===== src/rtl/pio_apb_bridge.sv =====
// APB3 completer for the PIO register file: decodes offsets, issues register-file
// strobes and performs XOR/SET/CLR alias writes as a two-cycle read-modify-write.
module pio_apb_bridge #(
  parameter int unsigned ADDR_W   = 14,
  parameter bit          ALIAS_EN = 1'b1
) (
  input  logic              clk,
  input  logic              rst,
  input  logic              psel,
  input  logic              penable,
  input  logic              pwrite,
  input  logic [ADDR_W-1:0] paddr,
  input  logic [31:0]       pwdata,
  output logic [31:0]       prdata,
  output logic              pready,
  output logic              pslverr,
  output logic [9:0]        rf_addr,
  output logic [31:0]       rf_wdata,
  output logic              rf_write_en,
  input  logic [31:0]       rf_rdata
);

  localparam int unsigned DATA_W  = 32;
  localparam int unsigned OFF_W   = 10;
  localparam int unsigned ALIAS_W = 2;

  typedef enum logic [2:0] {
    S_IDLE = 3'd0,
    S_A1   = 3'd1,
    S_A2   = 3'd2,
    S_A3   = 3'd3,
    S_RESP = 3'd4
  } state_e;

  state_e              state_q, state_d;
  logic [ALIAS_W-1:0]  alias_q, alias_d;
  logic                write_q, write_d;
  logic [DATA_W-1:0]   wdata_q, wdata_d;
  logic                err_q, err_d;
  logic [DATA_W-1:0]   prdata_q, prdata_d;
  logic                pready_q, pready_d;
  logic                pslverr_q, pslverr_d;
  logic [OFF_W-1:0]    rf_addr_q, rf_addr_d;
  logic [DATA_W-1:0]   rf_wdata_q, rf_wdata_d;
  logic                rf_write_en_q, rf_write_en_d;

  logic [OFF_W-1:0]    off_c;
  logic [ALIAS_W-1:0]  alias_sel_c;
  logic                mapped_c;
  logic                dec_err_c;
  logic [DATA_W-1:0]   rmw_data_c;

  // Address decode of the current setup-phase address
  always_comb begin
    off_c       = paddr[OFF_W-1:0];
    alias_sel_c = paddr[13:12];
    mapped_c    = (off_c <= 10'h00C) ||
                  (off_c == 10'h030) ||
                  ((off_c >= 10'h038) && (off_c <= 10'h044)) ||
                  ((off_c >= 10'h0C8) && (off_c <= 10'h140));
    dec_err_c   = (paddr[1:0] != 2'd0) ||
                  (paddr[11:10] != 2'd0) ||
                  ((alias_sel_c != 2'd0) && !ALIAS_EN) ||
                  !mapped_c;
  end

  // Alias write value from the register-file contents read during A1
  always_comb begin
    unique case (alias_q)
      2'd1:    rmw_data_c = rf_rdata ^ wdata_q;
      2'd2:    rmw_data_c = rf_rdata | wdata_q;
      2'd3:    rmw_data_c = rf_rdata & ~wdata_q;
      default: rmw_data_c = rf_rdata;
    endcase
  end

  // Next-state and registered-output logic
  always_comb begin
    state_d       = state_q;
    alias_d       = alias_q;
    write_d       = write_q;
    wdata_d       = wdata_q;
    err_d         = err_q;
    prdata_d      = prdata_q;
    pready_d      = 1'b0;
    pslverr_d     = 1'b0;
    rf_addr_d     = rf_addr_q;
    rf_wdata_d    = rf_wdata_q;
    rf_write_en_d = 1'b0;

    unique case (state_q)
      S_IDLE: begin
        if (psel && !penable) begin
          alias_d   = alias_sel_c;
          write_d   = pwrite;
          wdata_d   = pwdata;
          err_d     = dec_err_c;
          rf_addr_d = off_c;
          state_d   = S_A1;
          // Plain writes strobe during A1, so the strobe is launched here
          if (!dec_err_c && pwrite && (alias_sel_c == 2'd0)) begin
            rf_write_en_d = 1'b1;
            rf_wdata_d    = pwdata;
          end
        end
      end
      S_A1: begin
        if (!psel) begin
          state_d = S_IDLE;
        end else if (err_q) begin
          pready_d  = 1'b1;
          pslverr_d = 1'b1;
          if (!write_q) prdata_d = '0;
          state_d   = S_RESP;
        end else if (!write_q) begin
          prdata_d = rf_rdata;
          pready_d = 1'b1;
          state_d  = S_RESP;
        end else if (alias_q == 2'd0) begin
          pready_d = 1'b1;
          state_d  = S_RESP;
        end else begin
          rf_wdata_d    = rmw_data_c;
          rf_write_en_d = 1'b1;
          state_d       = S_A2;
        end
      end
      S_A2: begin
        if (!psel) begin
          state_d = S_IDLE;
        end else begin
          pready_d = 1'b1;
          state_d  = S_RESP;
        end
      end
      S_RESP: state_d = S_IDLE;
      default: state_d = S_IDLE;
    endcase
  end

  always_ff @(posedge clk) begin
    if (rst) begin
      state_q       <= S_IDLE;
      alias_q       <= '0;
      write_q       <= 1'b0;
      wdata_q       <= '0;
      err_q         <= 1'b0;
      prdata_q      <= '0;
      pready_q      <= 1'b0;
      pslverr_q     <= 1'b0;
      rf_addr_q     <= '0;
      rf_wdata_q    <= '0;
      rf_write_en_q <= 1'b0;
    end else begin
      state_q       <= state_d;
      alias_q       <= alias_d;
      write_q       <= write_d;
      wdata_q       <= wdata_d;
      err_q         <= err_d;
      prdata_q      <= prdata_d;
      pready_q      <= pready_d;
      pslverr_q     <= pslverr_d;
      rf_addr_q     <= rf_addr_d;
      rf_wdata_q    <= rf_wdata_d;
      rf_write_en_q <= rf_write_en_d;
    end
  end

  assign prdata      = prdata_q;
  assign pready      = pready_q;
  assign pslverr     = pslverr_q;
  assign rf_addr     = rf_addr_q;
  assign rf_wdata    = rf_wdata_q;
  assign rf_write_en = rf_write_en_q;

endmodule


===== config.mk =====
export PLATFORM = sky130hd
export DESIGN_NAME = pio_apb_bridge
export DESIGN_NICKNAME = d
export VERILOG_FILES = /design/src/rtl/pio_apb_bridge.sv
export SDC_FILE = /design/constraint.sdc
export NUM_CORES = 1
export LEC_CHECK = 0
export CORE_ASPECT_RATIO = 1.75
export CORE_MARGIN = 10
export CORE_UTILIZATION = 50
export CTS_CLUSTER_DIAMETER = 50
export CTS_CLUSTER_SIZE = 24
export DETAILED_ROUTE_END_ITERATION = 6
export PLACE_DENSITY = 0.81
export SYNTH_ARGS = -nofsm -noshare
export SYNTH_HDL_FRONTEND = slang
export SYNTH_SLANG_ARGS = --single-unit
export TNS_END_PERCENT = 5

===== constraint.sdc =====
create_clock -name clk -period 2.9 [get_ports clk]
set_input_delay 0.58 -clock clk [delete_from_list [all_inputs] [get_ports clk]]
set_output_delay 0.58 -clock clk [all_outputs]
set_load 0.1 [all_outputs]

Figure 1. Cells colored by class.
Fill, decap, tap and diode cells in gray.
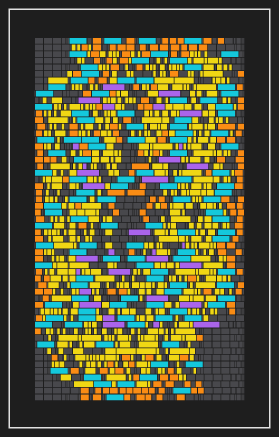
remaining buffers and delay cells -> orange  # cells 181
combinational and other logic -> yellow  # cells 591
clock drivers and dummy loads -> purple  # cells 31
sequential cells -> cyan  # cells 116
Std-Cell Rows: 55
final standard cell area without fillers: 8770 um^2
Final Util: 0.678
Core Box Area: 12900 um^2

Figure 2. Wires at chosen ports, followed through buffers.
The bar under the picture is 20 um long.
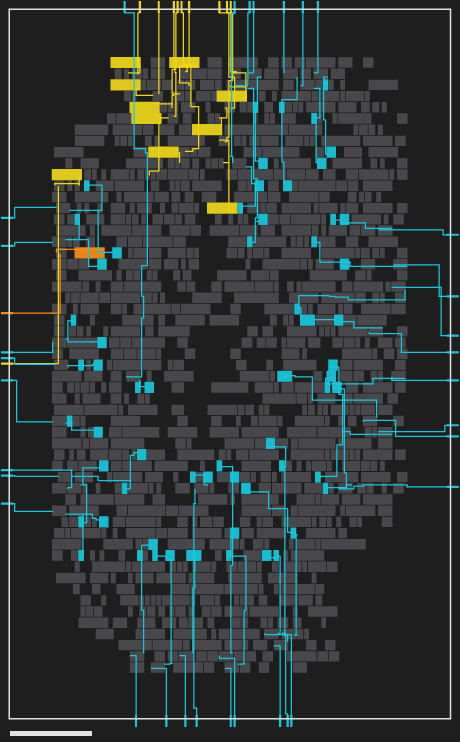
pready -> orange  # direction output, edge left, end cells 1, buffers 1, wire 38.4 um
pwdata -> cyan  # direction input, edge 9 bottom, 8 right, 8 left, 7 top, end cells 64, buffers 32, wire 1560 um
rf_addr -> yellow  # direction output, edge 9 top, 1 left, end cells 10, buffers 10, wire 380 um
number of buffer cells added on primary ports: 159
I/O pin count: 160

==> run summary <==
Summary of implementation figures.

Power and ir drop
The power per cell area is 503 nW/um^2. The combinational share of power is 0.151. The leakage power in the latest report is 3.57 nW.

Synthesis
For this run, the leading register cell type out of synthesis is sky130_fd_sc_hd__dfxtp_1. Yosys reports that the most numerous cell types are sky130_fd_sc_hd__inv_1, sky130_fd_sc_hd__nand2_1, sky130_fd_sc_hd__dfxtp_1. The instance count of the mapped netlist is 765. The proportion of synthesized area in mux cells is 0.111. Per the synthesis report, the simple-gate share of the synthesized area is 0.158.

The synthesized design spends more area on one cell type than any other, namely sky130_fd_sc_hd__dfxtp_1. By instance count, the leading cell after synthesis is sky130_fd_sc_hd__inv_1. The synthesis run identifies the leading combinational cell family as simple AND/OR/NAND/NOR gates.

Final timing
The final timing report lists a hold violation count of 0. The worst max-slew margin expressed relative to the limit is 0.428. The maximum clock frequency is 382 MHz.

Outcome
The run finished with clean final reports.

Layout
461 cells are multi-input combinational gates. The final antenna diode tally reported by the flow is 3.

Global routing
The fraction of met2 tracks used by global routing is 0.402. The wire length of the first global-routing pass is 31.2 mm. For this run, the total global-route usage over all layers was measured as 0.214. The number of global-route vias before repair is 6110.

Floorplanning
The number of tap cells inserted is 171. The width of the die is 107 um.

Clock tree
The number of clock sinks came to 116. No sink is reached through more buffers than the 2 on the longest clock path. The clock insertion delay at the later pin of the skew report is 0.41 ns.

Detailed routing
Before antenna repair, the detailed router went through 5 iterations. The routed design has 19.8 mm of wire. For this run, design rule violations remaining after detail routing come to 0. Detailed-route iteration 0 reported a violation count of 303. The post-route report lists met1 wire length as 7.07 mm.

Critical path
The class of the most critical setup path is in2reg. The origin of the worst setup path is paddr[1]. The endpoint required time on the critical path is 3.15 ns. The sort of element at the start of the critical path is a primary input.

Placement
Routability-driven placement finished with a final weighted congestion of 0.853.
Figure 3. Sizing map.
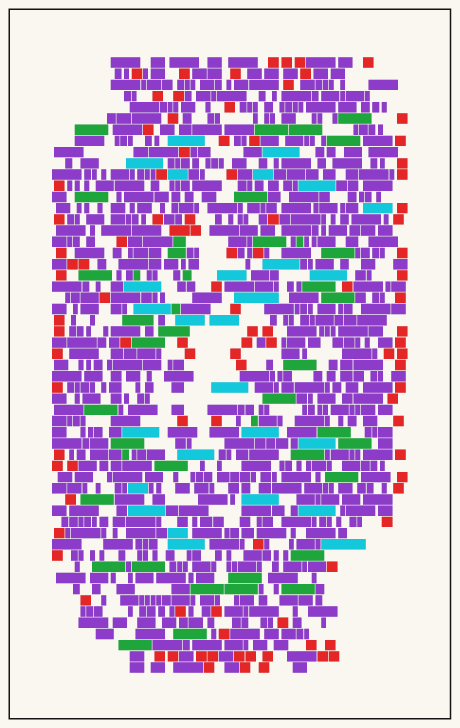
_3 and _4 cells -> red  # cells 100, most used buf_4
_2 cells -> green  # cells 42, most used mux4_2
_6 and larger -> cyan  # cells 27, most used clkbuf_16
_0 and _1 cells -> purple  # cells 750, most used inv_1
area growth from synthesis to final layout: 33.2%
worst setup slack after layout: 0.282 ns
number of non-clock buffers: 181

Power is estimated from default activity; no workload was simulated.
